<file path="src/rtl/apb_obi_bridge_pkg.sv">
// Shared types and helpers for the APB-to-OBI bridge.
// Latency: n/a (package).
// Backpressure: n/a (package).
package apb_obi_bridge_pkg;

    typedef enum logic [2:0] {
        IDLE,
        ADDR,
        RESP,
        DONE,
        DRAIN
    } bridge_state_e;

    // Default response timeout in cycles, and the counter width it needs.
    localparam int TIMEOUT_DFLT = 256;
    localparam int CNT_W_DFLT   = $clog2(TIMEOUT_DFLT + 1);

    // Counter width for a given timeout; never below one bit so a
    // disabled timeout (0) still elaborates.
    function automatic int cnt_width(input int timeout);
        return (timeout < 1) ? 1 : $clog2(timeout + 1);
    endfunction

    // OBI handshake signals travel with an inverted copy (odd parity).
    function automatic logic odd_par(input logic sig);
        return ~sig;
    endfunction

    function automatic logic par_ok(input logic sig, input logic par);
        return par == odd_par(sig);
    endfunction

endpackage

</file>
<file path="src/rtl/apb_obi_timeout_cnt.sv">
// Response timeout counter: clear / count-enable, flags the last allowed cycle.
// Latency: expired is combinational from the registered count.
// Backpressure: none; TIMEOUT=0 disables expiry entirely.
// Ports: clk, reset (async, active-high), clr, en -> expired.
module apb_obi_timeout_cnt
    import apb_obi_bridge_pkg::*;
#(
    parameter int TIMEOUT = TIMEOUT_DFLT
) (
    input  logic clk,
    input  logic reset,
    input  logic clr,
    input  logic en,
    output logic expired
);

    localparam int            CNT_W = cnt_width(TIMEOUT);
    localparam logic [CNT_W-1:0] LIM = (TIMEOUT == 0) ? '0 : CNT_W'(TIMEOUT - 1);

    logic [CNT_W-1:0] cnt;

    always_ff @(posedge clk or posedge reset) begin
        if (reset) begin
            cnt <= '0;
        end else if (clr) begin
            cnt <= '0;
        end else if (en) begin
            cnt <= cnt + 1'b1;
        end
    end

    assign expired = (TIMEOUT != 0) && (cnt == LIM);

endmodule

</file>
<file path="src/rtl/apb_to_obi_bridge.sv">
// APB completer to single-outstanding OBI manager, one OBI transaction per APB transfer.
// Latency: setup T0, req T1, rvalid T2 earliest, PREADY T3 (4-cycle APB transfer minimum).
// Backpressure: APB stalls via PREADY=0 until OBI gnt and rvalid (or response timeout).
// Ports: APB completer (PSEL..PSLVERR), OBI manager (obi_* with parity), par_err pulse.
module apb_to_obi_bridge
    import apb_obi_bridge_pkg::*;
#(
    parameter int          APB_AW      = 32,
    parameter int          APB_DW      = 32,
    parameter int          OBI_AW      = 32,
    parameter int          OBI_DW      = 32,
    parameter int          OBI_IDW     = 1,
    parameter logic [31:0] ADDR_OFFSET = 32'h0000_0000,
    parameter int          TIMEOUT     = TIMEOUT_DFLT
) (
    input  logic                  clk,
    input  logic                  reset,
    input  logic                  PSEL,
    input  logic                  PENABLE,
    input  logic                  PWRITE,
    input  logic [APB_AW-1:0]     PADDR,
    input  logic [APB_DW-1:0]     PWDATA,
    input  logic [APB_DW/8-1:0]   PSTRB,
    output logic [APB_DW-1:0]     PRDATA,
    output logic                  PREADY,
    output logic                  PSLVERR,
    output logic                  obi_req,
    output logic                  obi_reqpar,
    output logic [OBI_AW-1:0]     obi_addr,
    output logic                  obi_we,
    output logic [OBI_DW/8-1:0]   obi_be,
    output logic [OBI_DW-1:0]     obi_wdata,
    output logic [OBI_IDW-1:0]    obi_aid,
    input  logic                  obi_gnt,
    input  logic                  obi_gntpar,
    input  logic                  obi_rvalid,
    input  logic                  obi_rvalidpar,
    output logic                  obi_rready,
    output logic                  obi_rreadypar,
    input  logic [OBI_DW-1:0]     obi_rdata,
    input  logic                  obi_err,
    input  logic [OBI_IDW-1:0]    obi_rid,
    output logic                  par_err
);

    if (APB_DW != OBI_DW) begin : g_dw_check
        $error("apb_to_obi_bridge: APB_DW must equal OBI_DW");
    end

    localparam int SW = (APB_AW > OBI_AW) ? APB_AW : OBI_AW;

    bridge_state_e state;
    logic          par_flag;   // sticky parity error for the current transfer
    logic          drain;      // a timed-out response is still owed by the fabric
    logic          tmo_hit;
    logic          par_chk;
    logic          par_bad;
    logic [SW-1:0] addr_sum;
    logic          unused_rid;

    assign addr_sum   = SW'(PADDR) + SW'(ADDR_OFFSET);
    assign obi_aid    = '0;
    assign unused_rid = ^obi_rid;

    assign par_chk = (state == ADDR) || (state == RESP) || (state == DRAIN);
    assign par_bad = !par_ok(obi_gnt, obi_gntpar) || !par_ok(obi_rvalid, obi_rvalidpar);

    apb_obi_timeout_cnt #(
        .TIMEOUT (TIMEOUT)
    ) u_tmo (
        .clk     (clk),
        .reset   (reset),
        .clr     (state != RESP),
        .en      ((state == RESP) && !obi_rvalid),
        .expired (tmo_hit)
    );

    always_ff @(posedge clk or posedge reset) begin
        if (reset) begin
            state         <= IDLE;
            PRDATA        <= '0;
            PREADY        <= 1'b0;
            PSLVERR       <= 1'b0;
            obi_req       <= 1'b0;
            obi_reqpar    <= 1'b1;
            obi_addr      <= '0;
            obi_we        <= 1'b0;
            obi_be        <= '0;
            obi_wdata     <= '0;
            obi_rready    <= 1'b0;
            obi_rreadypar <= 1'b1;
            par_err       <= 1'b0;
            par_flag      <= 1'b0;
            drain         <= 1'b0;
        end else begin
            PREADY  <= 1'b0;
            PSLVERR <= 1'b0;
            par_err <= par_chk && par_bad;
            if (par_chk && par_bad) begin
                par_flag <= 1'b1;
            end

            case (state)
                IDLE: begin
                    par_flag <= 1'b0;
                    if (PSEL && !PENABLE) begin
                        obi_addr   <= addr_sum[OBI_AW-1:0];
                        obi_we     <= PWRITE;
                        obi_wdata  <= PWDATA;
                        obi_be     <= PWRITE ? PSTRB : '1;
                        obi_req    <= 1'b1;
                        obi_reqpar <= odd_par(1'b1);
                        state      <= ADDR;
                    end
                end
                ADDR: begin
                    if (obi_gnt) begin
                        obi_req       <= 1'b0;
                        obi_reqpar    <= odd_par(1'b0);
                        obi_rready    <= 1'b1;
                        obi_rreadypar <= odd_par(1'b1);
                        state         <= RESP;
                    end
                end
                RESP: begin
                    // A response on the last allowed cycle still wins over expiry.
                    if (obi_rvalid) begin
                        PRDATA        <= obi_we ? '0 : obi_rdata;
                        PSLVERR       <= obi_err || par_flag || par_bad;
                        PREADY        <= 1'b1;
                        obi_rready    <= 1'b0;
                        obi_rreadypar <= odd_par(1'b0);
                        state         <= DONE;
                    end else if (tmo_hit) begin
                        PRDATA  <= '0;
                        PSLVERR <= 1'b1;
                        PREADY  <= 1'b1;
                        drain   <= 1'b1;
                        state   <= DONE;
                    end
                end
                DONE: begin
                    // rready stays high while draining, so a stale response
                    // landing here is accepted and the drain is already over.
                    if (drain && obi_rvalid) begin
                        drain         <= 1'b0;
                        obi_rready    <= 1'b0;
                        obi_rreadypar <= odd_par(1'b0);
                        state         <= IDLE;
                    end else if (drain) begin
                        state <= DRAIN;
                    end else begin
                        state <= IDLE;
                    end
                end
                DRAIN: begin
                    if (obi_rvalid) begin
                        drain         <= 1'b0;
                        obi_rready    <= 1'b0;
                        obi_rreadypar <= odd_par(1'b0);
                        state         <= IDLE;
                    end
                end
                default: state <= IDLE;
            endcase
        end
    end

endmodule

</file>
<file path="config.mk">
export PLATFORM = sky130hd
export DESIGN_NAME = apb_to_obi_bridge
export DESIGN_NICKNAME = d
export VERILOG_FILES = /design/src/rtl/apb_obi_bridge_pkg.sv /design/src/rtl/apb_obi_timeout_cnt.sv /design/src/rtl/apb_to_obi_bridge.sv
export SDC_FILE = /design/constraint.sdc
export NUM_CORES = 1
export LEC_CHECK = 0
export CORE_UTILIZATION = 43
export CTS_BUF_LIST = sky130_fd_sc_hd__clkbuf_8
export DETAILED_ROUTE_END_ITERATION = 10
export PLACE_DENSITY = 0.83
export SLEW_MARGIN = 20
export SYNTH_ARGS = -nofsm -noshare
export SYNTH_HDL_FRONTEND = slang
export SYNTH_SLANG_ARGS = --single-unit
</file>
<file path="constraint.sdc">
create_clock -name clk -period 3.9 [get_ports clk]
set_input_delay 0.39 -clock clk [delete_from_list [all_inputs] [get_ports clk]]
set_output_delay 0.39 -clock clk [all_outputs]
set_load 0.01 [all_outputs]
</file>
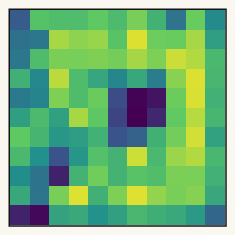
density.png
Scale: 2 px per um. 11 x 11 tiles, from dark purple (low) to yellow (high), 0 to 100% covered.
tiles over 75% full: 35%
mean over tiles: 63%
nearly empty tiles: 1.7%
fullest tile: 95%

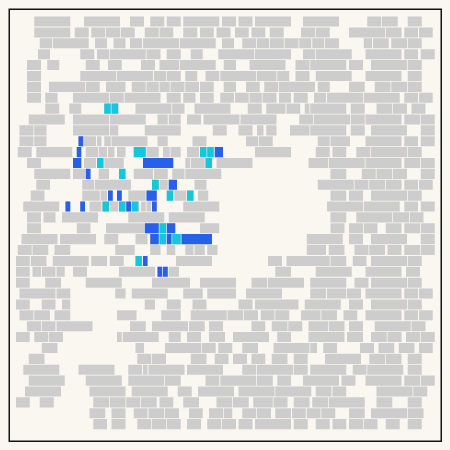
gate_families.png
Scale: 4 px per um.
[blue] NOR gates | cells: 22
[cyan] inverting AOI/OAI gates | cells: 18

==> report_table.html <==
<h3>Flow metrics</h3>
<table>
<tr><th>Metric</th><th>Value</th></tr>
<tr><th colspan="2">Drt</th></tr>
<tr><td>DRC</td><td>0</td></tr>
<tr><td>Routed wl met3</td><td>812 um</td></tr>
<tr><td>M1 WL</td><td>4.63 mm</td></tr>
<tr><td>Routed wire length</td><td>11.4 mm</td></tr>
<tr><td>First-iteration detailed-routing DRC count</td><td>131</td></tr>
<tr><td>Top layer used by detailed routing</td><td>met4</td></tr>
<tr><td>Post-route antenna net violation count</td><td>0</td></tr>
<tr><td>Number of detailed-routing iterations run before antenna repair</td><td>6</td></tr>
<tr><th colspan="2">Global route</th></tr>
<tr><td>Most congested layer reported by global routing</td><td>met2</td></tr>
<tr><td>Vias in the first global route</td><td>3578</td></tr>
<tr><td>GRT met3 Usage</td><td>5.75%</td></tr>
<tr><td>Global routing met1 resource utilization</td><td>23.2%</td></tr>
<tr><td>Global-route met2 utilization</td><td>35.7%</td></tr>
<tr><td>Wire length of the first global-routing pass</td><td>17.7 mm</td></tr>
<tr><td>Total track usage</td><td>20.3%</td></tr>
<tr><td>Antenna violations before repair</td><td>0</td></tr>
<tr><td>Pin count of the biggest net entering global routing</td><td>67</td></tr>
<tr><th colspan="2">Logic synthesis</th></tr>
<tr><td>Fraction of synthesized cell area taken by the top area cell type</td><td>62.6%</td></tr>
<tr><td>Post-synthesis cell count from yosys</td><td>328</td></tr>
<tr><td>Floorplan Nets</td><td>441</td></tr>
<tr><td>Cell types with the highest counts after synthesis</td><td>sky130_fd_sc_hd__dfrtp_1 (120), sky130_fd_sc_hd__mux2_2 (69), sky130_fd_sc_hd__a22o_1 (33)</td></tr>
<tr><td>Proportion of register bits with asynchronous set or reset after synthesis</td><td>100%</td></tr>
<tr><td>Post-synthesis instance area</td><td>between 0.004 and 0.005 mm^2</td></tr>
<tr><td>Dominant kind of combinational cell</td><td>multiplexers</td></tr>
<tr><td>Post-Synthesis Mean Instance Area</td><td>14.6 um^2</td></tr>
<tr><td>Synth Register Bits</td><td>122</td></tr>
<tr><td>Biggest area consumer among synthesized cells</td><td>sky130_fd_sc_hd__dfrtp_1</td></tr>
<tr><td>Most common reg cell</td><td>sky130_fd_sc_hd__dfrtp_1</td></tr>
<tr><td>Synth mux share</td><td>between 10% and 20%</td></tr>
<tr><th colspan="2">Final timing</th></tr>
<tr><td>Clock tree skew after final layout</td><td>6.59 ps</td></tr>
<tr><td>Setup repair after global routing missed its margin</td><td>false</td></tr>
<tr><td>Post-route worst setup slack</td><td>1850 ps</td></tr>
<tr><td>Final hold viol count</td><td>0</td></tr>
<tr><td>Highest attainable clock frequency</td><td>488 MHz</td></tr>
<tr><td>Number of setup violations in the final report</td><td>0</td></tr>
<tr><td>Aggregate negative setup slack</td><td>0 ps</td></tr>
<tr><td>Crit share post-route</td><td>52.6%</td></tr>
<tr><th colspan="2">Power</th></tr>
<tr><td>Clock network power</td><td>between 0.001 and 0.0015 W</td></tr>
<tr><td>Register share of total power</td><td>38.6%</td></tr>
<tr><td>Power consumed by combinational cells</td><td>0.00234 W</td></tr>
<tr><td>Total leakage power</td><td>3.11 nW</td></tr>
<tr><td>Total power</td><td>0.00558 W</td></tr>
<tr><td>Largest vdd supply drop</td><td>376 uV</td></tr>
<tr><td>Switching share of total power</td><td>29.9%</td></tr>
<tr><td>Pwr top</td><td>combinational cells</td></tr>
<tr><td>Relative contribution of the clock network to total power</td><td>19.4%</td></tr>
<tr><td>Internal cell power</td><td>0.00391 W</td></tr>
<tr><td>Switching power total</td><td>0.00167 W</td></tr>
<tr><td>Seq group</td><td>0.00215 W</td></tr>
<tr><th colspan="2">Finish</th></tr>
<tr><td>Count of non-CTS buffers in the layout</td><td>222</td></tr>
<tr><td>Post-route cell area</td><td>0.00746 mm^2</td></tr>
<tr><td>Util after Layout</td><td>about 69%</td></tr>
<tr><td>Register area</td><td>0.00306 mm^2</td></tr>
<tr><td>Clk_buf instances</td><td>19</td></tr>
<tr><td>Most frequently placed logic cells in the final layout</td><td>sky130_fd_sc_hd__clkdlybuf4s50_1 (217), sky130_fd_sc_hd__dfrtp_1 (120), sky130_fd_sc_hd__mux2_2 (69)</td></tr>
<tr><td>Multi-input logic cell count</td><td>182</td></tr>
<tr><td>Registers with the most flip-flops</td><td>PRDATA (32), obi_addr (32), obi_wdata (32)</td></tr>
<tr><td>Sequential share of cell area</td><td>between 40% and 50%</td></tr>
<tr><td>Multi-input combinational cell area</td><td>0.00160 mm^2</td></tr>
<tr><td>Buffer share of cell area</td><td>a little under 30%</td></tr>
<tr><td>Filler cell count in the final layout</td><td>~790</td></tr>
<tr><td>Flop count</td><td>~120</td></tr>
<tr><td>Most used logic cell in the final layout</td><td>sky130_fd_sc_hd__clkdlybuf4s50_1</td></tr>
<tr><td>Finished Layout Cells</td><td>701</td></tr>
<tr><th colspan="2">Placed design</th></tr>
<tr><td>Area of placed instances</td><td>~0.007 mm^2</td></tr>
<tr><td>Worst slack after detailed placement</td><td>1530 ps</td></tr>
<tr><td>Tally of buffers added on design ports</td><td>217</td></tr>
<tr><th colspan="2">Clock network</th></tr>
<tr><td>Cell at the root of the clock tree</td><td>sky130_fd_sc_hd__clkbuf_8</td></tr>
<tr><td>CTS H-tree lvls</td><td>4</td></tr>
<tr><td>Number of buffers on the longest clock path</td><td>2</td></tr>
<tr><td>CTS Sinks</td><td>122</td></tr>
<tr><td>Number of buffers added by the clock tree synthesis step</td><td>17</td></tr>
<tr><td>Hold Buf Count CTS</td><td>0</td></tr>
<tr><td>Number of buffers inserted by post-CTS setup repair</td><td>0</td></tr>
<tr><td>Post-CTS Resized</td><td>0</td></tr>
<tr><th colspan="2">Outcome</th></tr>
<tr><td>Outcome</td><td>complete, no violations</td></tr>
<tr><th colspan="2">Floorplan</th></tr>
<tr><td>FP Util</td><td>approximately 44%</td></tr>
<tr><td>Total die area</td><td>0.0116 mm^2</td></tr>
<tr><td>DIE WIDTH</td><td>about 110 um</td></tr>
<tr><td>Number of tap cells inserted</td><td>140</td></tr>
<tr><th colspan="2">Setup path</th></tr>
<tr><td>Crit path cell chain</td><td>nor4_4 &gt; buf_4 &gt; mux2_2</td></tr>
<tr><td>CP Depth</td><td>3</td></tr>
<tr><td>Crit path max-delay cell type</td><td>sky130_fd_sc_hd__dfrtp_1</td></tr>
<tr><td>Category of the worst setup path launch point</td><td>flop</td></tr>
<tr><td>Data required time of the critical path</td><td>4200 ps</td></tr>
<tr><td>Critical path capture point</td><td>obi_addr[5]$_DFFE_PP0P_</td></tr>
<tr><td>Top cell family by delay on the critical path</td><td>flip-flops</td></tr>
<tr><th colspan="2">Worst hold path</th></tr>
<tr><td>Min-delay worst type</td><td>input port to async pin</td></tr>
</table>
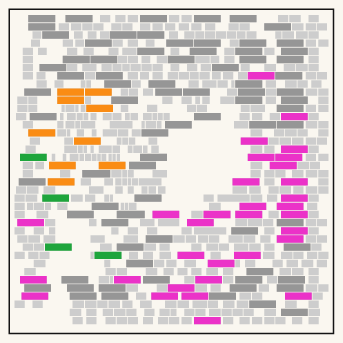
registers.png
Scale: 3 px per um. Other sequential cells in the stronger gray, the rest of the logic in the fainter gray.
[orange] u_tmo.cnt | flops: 9
[green] obi_be | flops: 4
[magenta] obi_wdata | flops: 32

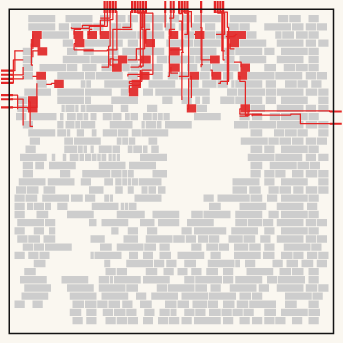
port_nets.png
Scale: 3 px per um.
[red] obi_rdata | direction: input | edge: 23 top, 7 left, 2 right | end cells: 32 | buffers: 32 | wire: 761 um

Power is estimated from default activity; no workload was simulated.
